==> src/rtl/ctrl_writeback_seq_pkg.sv <==
// cpu_ctrl_pkg: shared encodings for the multicycle write-back sequencer.
//   state_t   : S_INIT..S_TRAP, 3-bit FSM state (also exported on state_o)
//   iclass_t  : decoded instruction class for the supported subset
//   ctrl_t    : bundle of per-cycle control outputs
//   OP_* / F_*: opcode and funct constants
//   RW_* / WD_*: BancoWriteReg and WDataSel select codes
package cpu_ctrl_pkg;

   typedef enum logic [2:0] {
      S_INIT   = 3'd0,
      S_FETCH  = 3'd1,
      S_DECODE = 3'd2,
      S_EXEC   = 3'd3,
      S_MEM    = 3'd4,
      S_WB     = 3'd5,
      S_TRAP   = 3'd6
   } state_t;

   typedef enum logic [2:0] {
      I_BAD, I_RALU, I_JR, I_ADDI, I_LW, I_SW, I_JAL
   } iclass_t;

   localparam logic [5:0] OP_RTYPE = 6'h00;
   localparam logic [5:0] OP_ADDI  = 6'h08;
   localparam logic [5:0] OP_LW    = 6'h23;
   localparam logic [5:0] OP_SW    = 6'h2B;
   localparam logic [5:0] OP_JAL   = 6'h03;

   localparam logic [5:0] F_ADD = 6'h20;
   localparam logic [5:0] F_SUB = 6'h22;
   localparam logic [5:0] F_AND = 6'h24;
   localparam logic [5:0] F_JR  = 6'h08;

   // RW_RS is reserved: encoded for the mux but never produced here.
   localparam logic [2:0] RW_RT = 3'd0;
   localparam logic [2:0] RW_RD = 3'd1;
   localparam logic [2:0] RW_RS = 3'd2;
   localparam logic [2:0] RW_SP = 3'd3;
   localparam logic [2:0] RW_RA = 3'd4;

   localparam logic [1:0] WD_ALU = 2'd0;
   localparam logic [1:0] WD_MDR = 2'd1;
   localparam logic [1:0] WD_PC  = 2'd2;
   localparam logic [1:0] WD_SP  = 2'd3;

   typedef struct packed {
      logic [2:0] wsel;
      logic       reg_write;
      logic [1:0] wdsel;
      logic       mem_read;
      logic       mem_write;
      logic       ir_write;
      logic       pc_write;
   } ctrl_t;

   function automatic iclass_t decode(input logic [5:0] op, input logic [5:0] fn);
      iclass_t c;
      c = I_BAD;
      case (op)
         OP_RTYPE: begin
            case (fn)
               F_ADD, F_SUB, F_AND: c = I_RALU;
               F_JR:                c = I_JR;
               default:             c = I_BAD;
            endcase
         end
         OP_ADDI: c = I_ADDI;
         OP_LW:   c = I_LW;
         OP_SW:   c = I_SW;
         OP_JAL:  c = I_JAL;
         default: c = I_BAD;
      endcase
      return c;
   endfunction

   // Instructions whose ALU result can overflow (and is trapped when enabled).
   function automatic logic ovf_op(input logic [5:0] op, input logic [5:0] fn);
      return (op == OP_ADDI) || ((op == OP_RTYPE) && ((fn == F_ADD) || (fn == F_SUB)));
   endfunction

endpackage

==> src/rtl/ctrl_writeback_seq_if.sv <==
// ctrl_writeback_seq_if: IR/ALU/memory status in, register-bank and memory
// controls out.
//   master : the sequencer (consumes opcode/funct/overflow/mem_ready)
//   slave  : the datapath side (drives status, consumes controls)
interface ctrl_writeback_seq_if;
   import cpu_ctrl_pkg::*;

   logic [5:0] opcode;
   logic [5:0] funct;
   logic       overflow;
   logic       mem_ready;
   logic [2:0] BancoWriteReg;
   logic       RegWrite;
   logic [1:0] WDataSel;
   logic [7:0] sp_init_val;
   logic       MemRead;
   logic       MemWrite;
   logic       IRWrite;
   logic       PCWrite;
   logic       err;
   logic [2:0] state_o;

   modport master (
      input  opcode, funct, overflow, mem_ready,
      output BancoWriteReg, RegWrite, WDataSel, sp_init_val,
             MemRead, MemWrite, IRWrite, PCWrite, err, state_o
   );

   modport slave (
      output opcode, funct, overflow, mem_ready,
      input  BancoWriteReg, RegWrite, WDataSel, sp_init_val,
             MemRead, MemWrite, IRWrite, PCWrite, err, state_o
   );
endinterface

==> src/rtl/ctrl_writeback_seq_timer.sv <==
// mem_wait_timer: counts cycles spent waiting on memory.
//   clk, reset : clock, synchronous active-high reset
//   en         : a memory wait is in progress this cycle
//   clr        : restart the count (access done or timed out)
//   tmo        : this is the LIMIT-th waiting cycle
module mem_wait_timer #(
   parameter int LIMIT = 15
) (
   input  logic clk,
   input  logic reset,
   input  logic en,
   input  logic clr,
   output logic tmo
);
   localparam int CW = $clog2(LIMIT + 1);

   logic [CW-1:0] cnt;

   assign tmo = en && (cnt == CW'(LIMIT - 1));

   always_ff @(posedge clk) begin
      if (reset || clr || !en) cnt <= '0;
      else                     cnt <= cnt + 1'b1;
   end
endmodule

==> src/rtl/ctrl_writeback_seq.sv <==
// ctrl_writeback_seq: multicycle FETCH/DECODE/EXEC/MEM/WB control sequencer
// for the register-bank write path (add/sub/and/jr, addi, lw, sw, jal).
//   clk, reset : clock, synchronous active-high reset
//   bus        : ctrl_writeback_seq_if.master (status in, controls out)
// Build option: OVERFLOW_TRAP_EN routes overflowing add/sub/addi to S_TRAP.
module ctrl_writeback_seq
   import cpu_ctrl_pkg::*;
#(
   parameter int MEM_TIMEOUT = 15,
   parameter int SP_INIT     = 227
) (
   input  logic                 clk,
   input  logic                 reset,
   ctrl_writeback_seq_if.master bus
);
   state_t  st, nxt;
   iclass_t cls;
   ctrl_t   ctl;
   logic    err_q, set_err, tmr_en, tmr_clr, tmo;

   // IR only loads in FETCH, so opcode/funct are stable for the whole instruction.
   assign cls = decode(bus.opcode, bus.funct);

   mem_wait_timer #(.LIMIT(MEM_TIMEOUT)) u_tmr (
      .clk   (clk),
      .reset (reset),
      .en    (tmr_en),
      .clr   (tmr_clr),
      .tmo   (tmo)
   );

   always_ff @(posedge clk) begin
      if (reset) begin
         st    <= S_INIT;
         err_q <= 1'b0;
      end else begin
         st <= nxt;
         if (set_err) err_q <= 1'b1;
      end
   end

   always_comb begin
      nxt     = st;
      ctl     = '0;
      tmr_en  = 1'b0;
      tmr_clr = 1'b0;
      set_err = 1'b0;
      case (st)
         S_INIT: begin
            ctl.wsel      = RW_SP;
            ctl.wdsel     = WD_SP;
            ctl.reg_write = 1'b1;
            nxt           = S_FETCH;
         end
         S_FETCH: begin
            ctl.mem_read = 1'b1;
            tmr_en       = 1'b1;
            if (bus.mem_ready) begin
               ctl.ir_write = 1'b1;
               ctl.pc_write = 1'b1;
               tmr_clr      = 1'b1;
               nxt          = S_DECODE;
            end else if (tmo) begin
               set_err = 1'b1;
               tmr_clr = 1'b1;
            end
         end
         S_DECODE: nxt = (cls == I_BAD) ? S_FETCH : S_EXEC;
         S_EXEC: begin
            case (cls)
               I_RALU, I_ADDI: begin
                  nxt = S_WB;
`ifdef OVERFLOW_TRAP_EN
                  if (bus.overflow && ovf_op(bus.opcode, bus.funct)) nxt = S_TRAP;
`endif
               end
               I_LW, I_SW: nxt = S_MEM;
               I_JAL: begin
                  ctl.wsel      = RW_RA;
                  ctl.wdsel     = WD_PC;
                  ctl.reg_write = 1'b1;
                  ctl.pc_write  = 1'b1;
                  nxt           = S_FETCH;
               end
               I_JR: begin
                  ctl.pc_write = 1'b1;
                  nxt          = S_FETCH;
               end
               default: nxt = S_FETCH;
            endcase
         end
         S_MEM: begin
            ctl.mem_read  = (cls == I_LW);
            ctl.mem_write = (cls == I_SW);
            tmr_en        = 1'b1;
            if (bus.mem_ready) begin
               tmr_clr = 1'b1;
               nxt     = (cls == I_LW) ? S_WB : S_FETCH;
            end else if (tmo) begin
               // Abandon the access; no write-back for a timed-out load.
               set_err = 1'b1;
               tmr_clr = 1'b1;
               nxt     = S_FETCH;
            end
         end
         S_WB: begin
            ctl.reg_write = 1'b1;
            ctl.wsel      = (cls == I_RALU) ? RW_RD : RW_RT;
            ctl.wdsel     = (cls == I_LW) ? WD_MDR : WD_ALU;
            nxt           = S_FETCH;
         end
`ifdef OVERFLOW_TRAP_EN
         S_TRAP: begin
            ctl.wsel      = RW_RA;
            ctl.wdsel     = WD_PC;
            ctl.reg_write = 1'b1;
            ctl.pc_write  = 1'b1;
            set_err       = 1'b1;
            nxt           = S_FETCH;
         end
`endif
         default: nxt = S_FETCH;
      endcase
      // Reset aborts in the same cycle: suppress any write from the old state.
      if (reset) ctl = '0;
   end

   assign bus.BancoWriteReg = ctl.wsel;
   assign bus.RegWrite      = ctl.reg_write;
   assign bus.WDataSel      = ctl.wdsel;
   assign bus.MemRead       = ctl.mem_read;
   assign bus.MemWrite      = ctl.mem_write;
   assign bus.IRWrite       = ctl.ir_write;
   assign bus.PCWrite       = ctl.pc_write;
   assign bus.sp_init_val   = 8'(SP_INIT);
   assign bus.err           = err_q;
   assign bus.state_o       = st;
endmodule

==> src/flat_wrapper.sv <==
// flat-port wrapper written by rule: the top's interface ports become plain ports
module ctrl_writeback_seq_flat import cpu_ctrl_pkg::*;
#(
   parameter int MEM_TIMEOUT = 15,
   parameter int SP_INIT     = 227
)
  (clk, reset, bus_opcode, bus_funct, bus_overflow, bus_mem_ready, bus_BancoWriteReg, bus_RegWrite, bus_WDataSel, bus_sp_init_val, bus_MemRead, bus_MemWrite, bus_IRWrite, bus_PCWrite, bus_err, bus_state_o);
  ctrl_writeback_seq_if bus_i ();
  input  logic clk;
  input  logic reset;
  input wire logic [$bits(bus_i.opcode)-1:0] bus_opcode;
  input wire logic [$bits(bus_i.funct)-1:0] bus_funct;
  input wire logic [$bits(bus_i.overflow)-1:0] bus_overflow;
  input wire logic [$bits(bus_i.mem_ready)-1:0] bus_mem_ready;
  output wire logic [$bits(bus_i.BancoWriteReg)-1:0] bus_BancoWriteReg;
  output wire logic [$bits(bus_i.RegWrite)-1:0] bus_RegWrite;
  output wire logic [$bits(bus_i.WDataSel)-1:0] bus_WDataSel;
  output wire logic [$bits(bus_i.sp_init_val)-1:0] bus_sp_init_val;
  output wire logic [$bits(bus_i.MemRead)-1:0] bus_MemRead;
  output wire logic [$bits(bus_i.MemWrite)-1:0] bus_MemWrite;
  output wire logic [$bits(bus_i.IRWrite)-1:0] bus_IRWrite;
  output wire logic [$bits(bus_i.PCWrite)-1:0] bus_PCWrite;
  output wire logic [$bits(bus_i.err)-1:0] bus_err;
  output wire logic [$bits(bus_i.state_o)-1:0] bus_state_o;
  assign bus_i.opcode = bus_opcode;
  assign bus_i.funct = bus_funct;
  assign bus_i.overflow = bus_overflow;
  assign bus_i.mem_ready = bus_mem_ready;
  assign bus_BancoWriteReg = bus_i.BancoWriteReg;
  assign bus_RegWrite = bus_i.RegWrite;
  assign bus_WDataSel = bus_i.WDataSel;
  assign bus_sp_init_val = bus_i.sp_init_val;
  assign bus_MemRead = bus_i.MemRead;
  assign bus_MemWrite = bus_i.MemWrite;
  assign bus_IRWrite = bus_i.IRWrite;
  assign bus_PCWrite = bus_i.PCWrite;
  assign bus_err = bus_i.err;
  assign bus_state_o = bus_i.state_o;
  ctrl_writeback_seq #(.MEM_TIMEOUT(MEM_TIMEOUT), .SP_INIT(SP_INIT)) u_core (.clk(clk), .reset(reset), .bus(bus_i));
endmodule
==> config.mk <==
export PLATFORM = sky130hd
export DESIGN_NAME = ctrl_writeback_seq_flat
export DESIGN_NICKNAME = d
export VERILOG_FILES = /design/src/rtl/ctrl_writeback_seq_pkg.sv /design/src/rtl/ctrl_writeback_seq_if.sv /design/src/rtl/ctrl_writeback_seq_timer.sv /design/src/rtl/ctrl_writeback_seq.sv /design/src/flat_wrapper.sv
export SDC_FILE = /design/constraint.sdc
export NUM_CORES = 1
export LEC_CHECK = 0
export CAP_MARGIN = 25
export CORE_MARGIN = 8
export CORE_UTILIZATION = 55
export CTS_CLUSTER_DIAMETER = 50
export DETAILED_ROUTE_END_ITERATION = 12
export DONT_BUFFER_PORTS = 1
export GPL_TIMING_DRIVEN = 0
export PLACE_DENSITY_LB_ADDON = 0.08
export SKIP_CTS_REPAIR_TIMING = 1
export SYNTH_ARGS = -nofsm -noshare
export SYNTH_HDL_FRONTEND = slang
export SYNTH_SLANG_ARGS = --single-unit
==> constraint.sdc <==
create_clock -name clk -period 4.3 [get_ports clk]
set_clock_uncertainty 0.2 [all_clocks]
set_input_delay 0.645 -clock clk [delete_from_list [all_inputs] [get_ports clk]]
set_output_delay 0.645 -clock clk [all_outputs]
set_load 0.1 [all_outputs]
run_1/wire_density.png
Drawn at 6 px/um. 10 x 10 tiles, from dark purple (low) to yellow (high), scaled to the fullest tile. Values are wire area over tile area, all layers added.
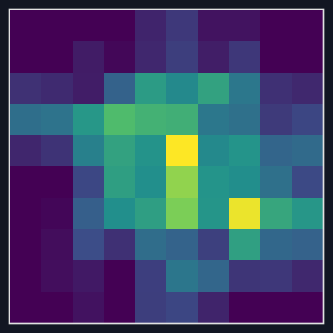
- densest ninth of the die: center
- fullest tile: 0.48
- mean over tiles: 0.12
- emptiest ninth of the die: south-west
- nearly empty tiles: 24%
- tiles over half the peak: 20%

run_1/final_clocks.png
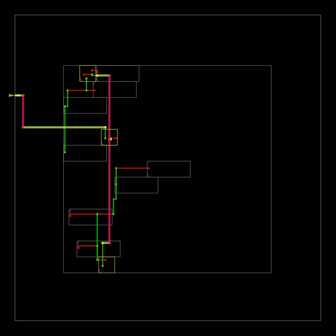
clock buffers: 3
Latency at later pin: 250 ps
seq_cells: 8
TritonCTS Buffers: 3

==> impl_metrics.json, run 1 <==
{
  "wire_per_inst_um": 14.7,
  "io_pins": 38,
  "critPathMaxStageDelay_ps": 950,
  "maxCapViolations": 0,
  "p_comb_share_pct": 49.2,
  "cp-start-kind": "flip-flop",
  "die_h_um": 52.1,
  "hold_viol_final": 0,
  "cts.sinks": 8,
  "warnings": 28,
  "p_leak_nw": 0.419,
  "drive_gt1_share_pct": 25.8,
  "arrival_ps": 2680,
  "synthAoiAreaFrac_pct": 19.2,
  "p_seq_share_pct": 29.8,
  "antenna_found_initial": 0,
  "fp_util_pct": 57.3,
  "ys.warnings.count": 0,
  "synthAdderAreaFrac_pct": 3.48,
  "cts_tree": "done",
  "ys_types": 35,
  "vdd_drop_max_mv": 0.196,
  "hpwlAfterDp_um": 1730,
  "switchingPower_mw": 0.126,
  "htreeDepth": 1,
  "diodes": 0,
  "vias": 785,
  "cts_root_buffer": "clkbuf_4",
  "clock.fmax_mhz": 284,
  "slowest_stage": "dfxtp_1",
  "outcome": "finished, final reports clean",
  "finalClockPeriodUsage_pct": 82.0,
  "final_core_util_pct": 80.6,
  "track_usage_pct": 15.2,
  "area_growth_pct": 40.6,
  "yosysTopAreaCellShare_pct": 22.3,
  "drc": 0,
  "crit_type": "reg2out",
  "edf_count": 0,
  "ys_cells": 101,
  "timing.final.crit_period_ps": 3530,
  "ys_sh_simple_pct": 39.0,
  "top_area_cell": "dfxtp_1",
  "crit_path_cell_trace": "clkbuf_1 -> and2_1 -> a21oi_1 -> nor2_2",
  "synth_area_um2": 718,
  "worstPathRequired_ps": 3450,
  "rsz0062_at_grt": "false",
  "drt-initial-drc-count": 9,
  "synthArstFlopShare_pct": 0,
  "core_area_mm2": 0.00125,
  "p_int_mw": 0.140,
  "end_kind": "output port",
  "port_buffers": 0,
  "sw_frac_of_total_pct": 47.5,
  "ys_seq_share_pct": 22.3,
  "grt_pass1_wl_um": 3190,
  "ys.flops": 8,
  "overflow": 0,
  "drtAntennaViolNets": 0,
  "placed_cells": 132,
  "ys_area_um2": 718,
  "tightest_slew_ps": 1070,
  "clk_pin_slew_ps": 50,
  "routed_via_density": 5.81,
  "drt_first_pass_iters": 4,
  "cts_buffer_depth": 2,
  "slew_violations": 0,
  "fin_nets": 140,
  "synthFlopType": "dfxtp_1",
  "ys_sh_xor_pct": 2.44,
  "wirelength_um": 1990,
  "avgSynthCellArea_um2": 7.11,
  "path_max_fanout": 9,
  "grt_max_degree": 10,
  "grt_pass1_vias": 770,
  "area_leaders": "dfxtp_1 22%, buf_4 8.4%, nor2_1 7.3%, a21oi_1 6.3%, nor3_1 4.9%",
  "instances_no_fill": 135,
  "die_w_um": 52.1,
  "setup_viol_count_final": 0,
  "p_clk_share_pct": 21.0,
  "mux_area_share_pct": 0,
  "num_rows": 13,
  "powerDensity_mw_per_mm2": 264,
  "synth.logic.top_family": "simple AND/OR/NAND/NOR gates",
  "slew-limit-headroom_pct": 28.8,
  "gp_congestion": 0.829,
  "dieArea_mm2": 0.00272,
  "synth_cells": 101
}
run_1/pins.png
Drawn at 8 px/um. Pins as bars across the die edge, other pins in gray.
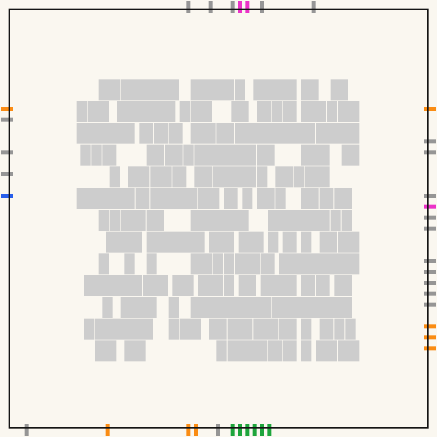
- green: `bus_funct` (pins 6; direction input; edge south)
- orange: `bus_sp_init_val` (pins 8; direction output; edge 4 east, 3 south, 1 west)
- magenta: `bus_BancoWriteReg` (pins 3; direction output; edge 2 north, 1 east)
- blue: `bus_mem_ready` (pins 1; direction input; edge west)
- all pins by edge: 15 east, 11 south, 7 north, 5 west

run_1/met3.png
Drawn at 10 px/um.
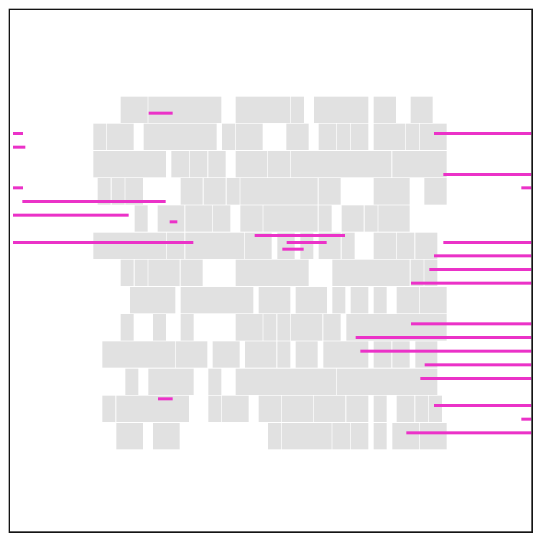
- main direction: horizontal
- longest straight run: 17.7 um
- nets with wire on the layer: 23

run 1: stage by stage:
step	setup slack, ps	setup TNS [ps]	area [um2]	total power, mW	hold WS (ps)
after CTS	753	0	1010	0.270	271
after detailed placement	1040	0	987	0.212	258
after global placement	-110	-110	783	0.188	245
after global routing	660	0	1010	0.280	287
final	775	0	1010	0.266	264
after floorplan	3.74	0	764	0.184	230
run 1: flip-flops by register name (all words and copies together), names as in the netlist:
register	cells
u_core.bus.state_o	3
u_core.bus.err	1
u_core.u_tmr.cnt	4
run 1: worst paths after layout:
path	start	end	slack [ps]	depth (start not counted)
worst max register to register	u_core.bus.state_o[2]	u_core.u_tmr.cnt[3]	1870	5
worst max-delay path	u_core.bus.state_o[2]	bus_WDataSel[0]	770	4
worst min register to register	u_core.u_tmr.cnt[0]	u_core.u_tmr.cnt[0]	260	1
worst min-delay path	u_core.u_tmr.cnt[0]	u_core.u_tmr.cnt[0]	260	1
run 1: final cells by class:
| class | count | area (um2) |
|---|---|---|
| Sequential cell | 8 | 160 |
| Clock buffer | 3 | 22.5 |
| Multi-Input combinational cell | 83 | 563 |
| Buffer | 10 | 67.6 |
| Timing Repair Buffer | 10 | 155 |
| Tap cell | 15 | 18.8 |
| Inverter | 6 | 22.5 |
| Fill cell | 84 | 243 |
run 1: power by group through the flow:
stage	sequential [mW]	clock, mW	combinational (mW)
after floorplan	0.0877	0	0.0960
final	0.0793	0.0559	0.131
after global routing	0.0794	0.0642	0.136
after detailed placement	0.0808	0	0.131
after global placement	0.0884	0	0.100
after CTS	0.0792	0.0600	0.131
run 1: critical path, delay by kind of cell (launching register included):
family / cells / cell delay [ps]
buffers and inverters: 1 / 380
and+or+nand+nor: 2 / 1020
DFF: 1 / 950
AOI/OAI and AO/OA: 1 / 80
run 1: synth_stat cells, types with 2 or more instances:
cell      instances
dfxtp_1           8
conb_1            2
nor4_1            2
and2_1            3
a41oi_1           2
and3_1            4
nand2_1           4
nand3_1           3
inv_1             6
nand2b_1          5
nor3_1            7
ha_1              2
a21oi_1           9
nor2_1           14
clkbuf_1          2
or2_2             2
buf_4             8
run 1: cells by family (layout without fill, tap and decap cells):
group	count (synthesis)	count (layout)
other	2	8
buffers and inverters	16	29
AND/OR/NAND/NOR	51	51
XOR/XNOR	2	2
flip-flops	8	8
adder cells (fa/ha/maj)	2	2
AND-OR/OR-AND	20	20
run 1: layer usage:
metal / GRT usage, % / up-vias / share of wire [%]
met4: 8.19 / 0 / 1.7
li1: - / 386 / -
met3: 5.13 / 5 / 11
met5: 0 / - / 0
met1: 14.1 / 363 / 35
met2: 28.2 / 31 / 53
run 1: cells in the final DEF, fill, tap and decap left out, types with 2 or more instances in the layout:
master and n:
nand2_1 4, nor3_1 5, clkbuf_1 2, and3_1 4, inv_1 6, clkbuf_4 3
buf_4 8, buf_16 3, and2_1 3, nor2_1 12, nand3_1 3, nor2_2 2
ha_1 2, buf_8 4, dfxtp_1 8, or2_2 2, a21oi_1 8, conb_1 8
a41oi_1 2, nand2b_1 5, buf_1 2
run_1/cell_classes.png
Drawn at 12 px/um.
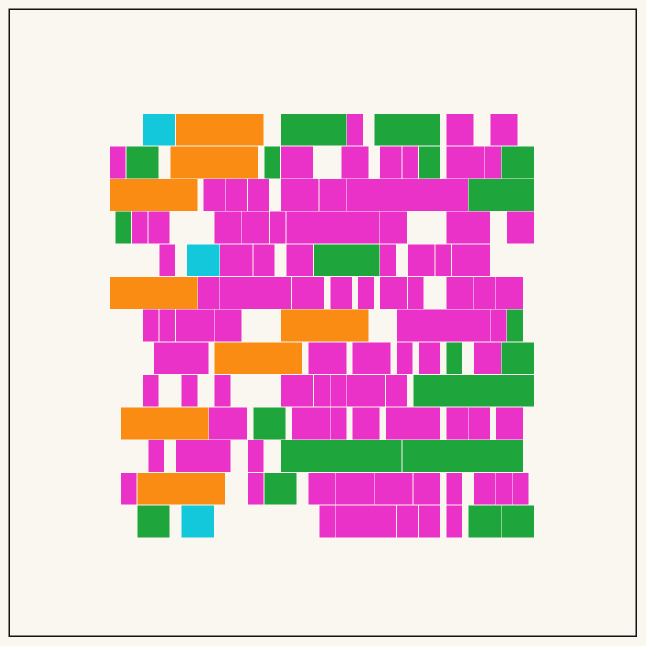

==> run 2, diff against run 1 <==
- clock period: 4.3 -> 3.7 ns (I/O delays scaled with it)
run_2/cell_classes.png
Drawn at 12 px/um.
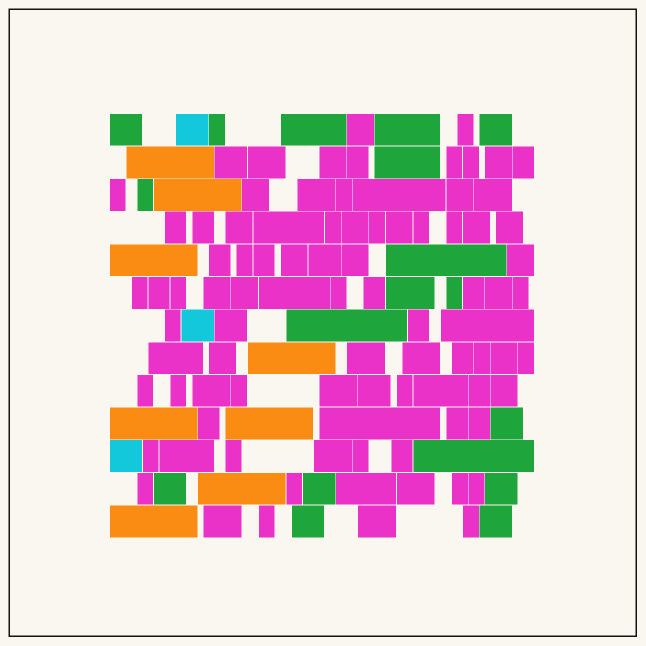
- green: other buffers and delay cells (cells 18; share of their area 21%)
- orange: flip-flops (cells 8; share of their area 16%)
- magenta: all other logic (cells 89; share of their area 60%)
- cyan: cells driving clock nets (cells 3; share of their area 2.3%)

run_2/met3.png
Drawn at 10 px/um.
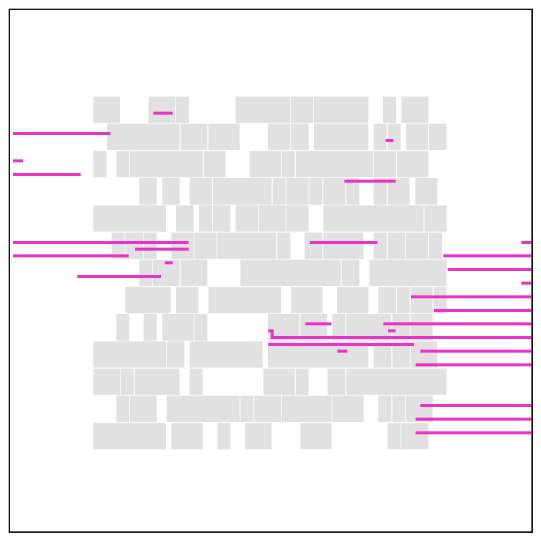
- nets with wire on the layer: 23
- share of all routed wire: 11%
- main direction: horizontal
- longest straight run: 25.8 um

==> run 2 against run 1 <==
  * Combinational power rose by 16%
  * Final cell count fell by 1.5%
  * Power rose by 17%
  * Sequential share of layout area rose by 0.099 points
  * Die size did not move
  * Clock power rose by 21%
  * Non-clock buffer count fell by 2
  * Critical endpoint is now bus_RegWrite
==> impl_metrics.json, run 2 <==
{
  "outcome": "finished, final reports clean",
  "ys_types": 35,
  "hold_ws_ps": 267,
  "top_register": "u_core.u_tmr.cnt",
  "fp_util_pct": 57.3,
  "ys_area_um2": 718,
  "arrival_ps": 2720,
  "drtAntennaViolNets": 0,
  "fin_nets": 138,
  "antenna_found_initial": 0,
  "grt_max_degree": 10,
  "warnings": 29,
  "path_max_fanout": 9,
  "rsz0062_at_grt": "false",
  "largest_reg_flops": 4,
  "diodes": 0,
  "cp-start-kind": "flip-flop",
  "drive_gt1_share_pct": 25.4,
  "numCtsBuffers": 3,
  "setup_viol_count_final": 0,
  "wire_per_inst_um": 15.9,
  "holdPathStages": 1,
  "drt-initial-drc-count": 21,
  "synth_cells": 101,
  "dieArea_mm2": 0.00272,
  "crit_path_cell_trace": "clkbuf_1 -> and2_1 -> a2bb2oi_1 -> nor2_2",
  "htreeDepth": 1,
  "common_cells": "14 x nor2_1, 9 x a21oi_1, 8 x buf_4, 8 x dfxtp_1, 7 x nor3_1",
  "track_usage_pct": 15.2,
  "ys_seq_share_pct": 22.3,
  "hold_viol_final": 0,
  "die_w_um": 52.1,
  "grt_pass1_wl_um": 3160,
  "slew-limit-headroom_pct": 28.4,
  "num_rows": 13,
  "r2r_slack_ps": 1170
}
-- run 2: netlist changes by cell type in the layout (fill, tap and decap cells not counted), sizes merged --
cell,delta
clkbuf,+1
buf,-3
-- run 2: metal layers --
| metal | vias to the layer above | share of wire (%) | global-route usage (%) |
|---|---|---|---|
| li1 | 385 | - | - |
| met1 | 355 | 36 | 13.9 |
| met2 | 38 | 51 | 25.6 |
| met3 | 8 | 11 | 6.55 |
| met4 | 0 | 2.9 | 12.1 |
| met5 | - | 0 | 0 |
-- run 2: how the worst min path moves through the flow --
stage / from / endpoint / slack (ps)
finish: u_core.u_tmr.cnt[0] / u_core.u_tmr.cnt[0] / 270
global route: u_core.u_tmr.cnt[0] / u_core.u_tmr.cnt[0] / 300
global placement: u_core.u_tmr.cnt[0] / u_core.u_tmr.cnt[0] / 240
floorplan: u_core.u_tmr.cnt[0] / u_core.u_tmr.cnt[0] / 230
CTS: u_core.u_tmr.cnt[0] / u_core.u_tmr.cnt[0] / 280
detailed placement: u_core.u_tmr.cnt[0] / u_core.u_tmr.cnt[0] / 270
-- run 2: cells by family after synthesis --
logic type / Yosys count / synth area share (%)
compound gates: 20 / 19.2
xor+xnor: 2 / 2.44
fa+ha+maj: 2 / 3.48
buf+inv: 16 / 12.5
flops: 8 / 22.3
other cells: 2 / 1.05
simple gates: 51 / 39.0
-- run 2: per-stage QoR --
stage / utilization, % / cell area [um2] / instances / worst slack, ps
after global routing: 80.1 / 1000 / 133 / 111
after CTS: 77.6 / 972 / 131 / -68.3
after detailed placement: 75.8 / 950 / 128 / 220
after floorplan: - / 785 / 107 / -234
after global placement: 64.1 / 803 / 122 / -370
final: 80.1 / 1000 / 133 / 220
-- run 2: final cells by class --
| cell class | instances | area [um2] |
|---|---|---|
| tap | 15 | 18.8 |
| sequential | 8 | 160 |
| fill | 90 | 249 |
| multi-input combinational | 83 | 569 |
| buffer | 10 | 67.6 |
| inverter | 6 | 22.5 |
| clock buffer | 3 | 22.5 |
| timing repair buffer | 8 | 143 |
-- run 2: report_power, final --
part	switching [mW]	internal, mW	leakage (nW)
registers	0.00405	0.0881	0.0650
logic	0.116	0.0358	0.333
clock network	0.0307	0.0372	0.0138
total	0.151	0.161	0.412
run_2/wire_density.png
Drawn at 6 px/um. 10 x 10 tiles, from dark purple (low) to yellow (high), scaled to the fullest tile. Values are wire area over tile area, all layers added.
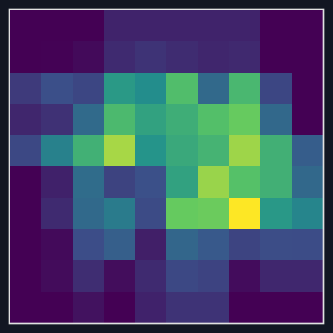

==> run 3, diff against run 2 <==
- CORE_MARGIN: 8 -> 2
- CTS_BUF_LIST: not set -> sky130_fd_sc_hd__clkbuf_2 sky130_fd_sc_hd__clkbuf_4 sky130_fd_sc_hd__clkbuf_8
run_3/wire_density.png
Drawn at 6 px/um. 8 x 8 tiles, from dark purple (low) to yellow (high), scaled to the fullest tile. Values are wire area over tile area, all layers added.
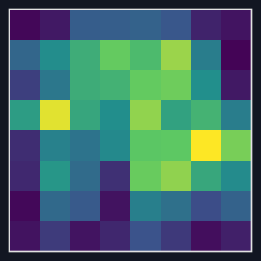
- nearly empty tiles: 3.1%
- fullest tile: 0.46
- mean over tiles: 0.19
- tiles over half the peak: 34%
- emptiest ninth of the die: south-west

run_3/final_clocks.png
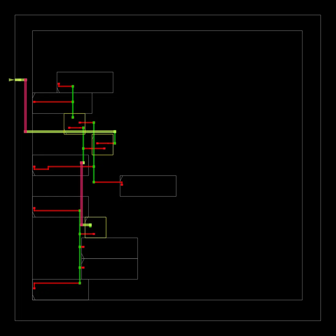
Clk. pwr: 0.0645 mW
CTS Sinks: 8

==> run 3 against run 2 <==
  * Combinational power is 3% lower
  * Worst hold slack about the same
  * Power shrank 2.4%
  * Largest cell class unchanged
  * Fmax increased by 0.44%
  * Non-clock buffer count decreased by 2
  * Worst setup slack gained 15 ps
  * Sequential share of layout area grew 0.62 points
==> impl_metrics.json, run 3 <==
{
  "cp-start-kind": "flip-flop",
  "ys_cells": 101,
  "io_pins": 38,
  "outcome": "finished, final reports clean",
  "slowest_stage": "nor3_4",
  "powerDensity_mw_per_mm2": 313,
  "crit_type": "reg2out",
  "drtAntennaViolNets": 0,
  "crit_path_cell_trace": "clkbuf_1 -> nand2b_1 -> nor3_4 -> inv_1 -> o31ai_4",
  "area_leaders": "dfxtp_1 22%, buf_4 8.4%, nor2_1 7.3%, a21oi_1 6.3%, nor3_1 4.9%",
  "ys_types": 35,
  "area_growth_pct": 35.5,
  "critPathMaxStageDelay_ps": 860,
  "grt_pass1_vias": 702,
  "drc": 0,
  "common_cells": "14 x nor2_1, 9 x a21oi_1, 8 x buf_4, 8 x dfxtp_1, 7 x nor3_1",
  "most-common-layout-cells": "12 x nor2_1, 8 x a21oi_1, 8 x buf_4, 8 x conb_1, 7 x dfxtp_1",
  "maxCapViolations": 0,
  "final_common_cell": "nor2_1",
  "top_register": "u_core.u_tmr.cnt",
  "numCtsBuffers": 3,
  "die_w_um": 40.1,
  "setup_viol_count_final": 0,
  "warnings": 29,
  "clock.fmax_mhz": 289,
  "track_usage_pct": 24.7,
  "cts_buffer_depth": 2,
  "port_buffers": 0,
  "grt_pass1_wl_um": 2690,
  "r2r_slack_ps": 1320,
  "synth_cells": 101,
  "path_max_fanout": 9,
  "vias": 761,
  "core_area_mm2": 0.00125,
  "htreeDepth": 1,
  "routed_via_density": 5.81,
  "wire_per_inst_um": 14.2,
  "synthFlopType": "dfxtp_1",
  "edf_count": 0,
  "cts_root_buffer": "clkbuf_4",
  "overflow": 0,
  "largest_reg_flops": 4,
  "most_common_cell": "nor2_1",
  "wirelength_um": 1860,
  "drive_gt1_share_pct": 25.9,
  "finalClockPeriodUsage_pct": 93.6,
  "fin_nets": 136,
  "setup_slack_ps": 235,
  "fp_util_pct": 57.3,
  "yosysTopAreaCellShare_pct": 22.3,
  "die_h_um": 40.1
}
-- run 3: cell counts after synthesis --
Identical to the previous run, type by type.
-- run 3: layout make-up --
class,count,area (um2)
Buffer,10,67.6
Tap cell,15,18.8
Fill cell,103,279
Sequential cell,8,161
Multi-Input combinational cell,83,569
Inverter,6,22.5
Clock buffer,3,22.5
Timing Repair Buffer,6,111
-- run 3: per-layer routing --
layer	track usage, %	wire (um)	vias up
li1	-	-	375
met1	26.0	708	354
met2	45.2	993	26
met3	4.44	118	6
met4	13.8	38	0
met5	0	0	-
-- run 3: through the flow --
stage	cells	area (um2)	setup TNS, ps	hold slack [ps]
5_1_grt	131	973	0	298
3_5_place_dp	128	950	0	263
3_3_place_gp	122	803	-481	244
4_1_cts	131	972	-34.4	276
2_1_floorplan	107	785	-234	230
6_report	131	973	0	267
-- run 3: cell families after synthesis --
family          share of synthesized area [%]
xor+xnor                                 2.44
fa+ha+maj                                3.48
simple gates                             39.0
compound gates                           19.2
buf+inv                                  12.5
flops                                    22.3
other cells                              1.05
-- run 3: critical path, delay by kind of cell, from the launching register on --
family | cells | cell delay, ps
compound gates | 1 | 320
buf+inv | 2 | 480
flops | 1 | 490
simple gates | 2 | 1170
-- run 3: report_power, final --
part	switching [mW]	internal (mW)	total, mW
clock	0.0275	0.0370	0.0645
combinational	0.115	0.0333	0.148
sequential	0.00354	0.0881	0.0917
-- run 3: worst paths after layout --
path,startpoint,end,cells past startpoint
max,u_core.bus.state_o[2],bus_PCWrite,5
min,u_core.u_tmr.cnt[0],u_core.u_tmr.cnt[0],1
max reg2reg,u_core.bus.state_o[2],u_core.bus.state_o[1],4
min reg2reg,u_core.u_tmr.cnt[0],u_core.u_tmr.cnt[0],1
Power is estimated from default activity; no workload was simulated.
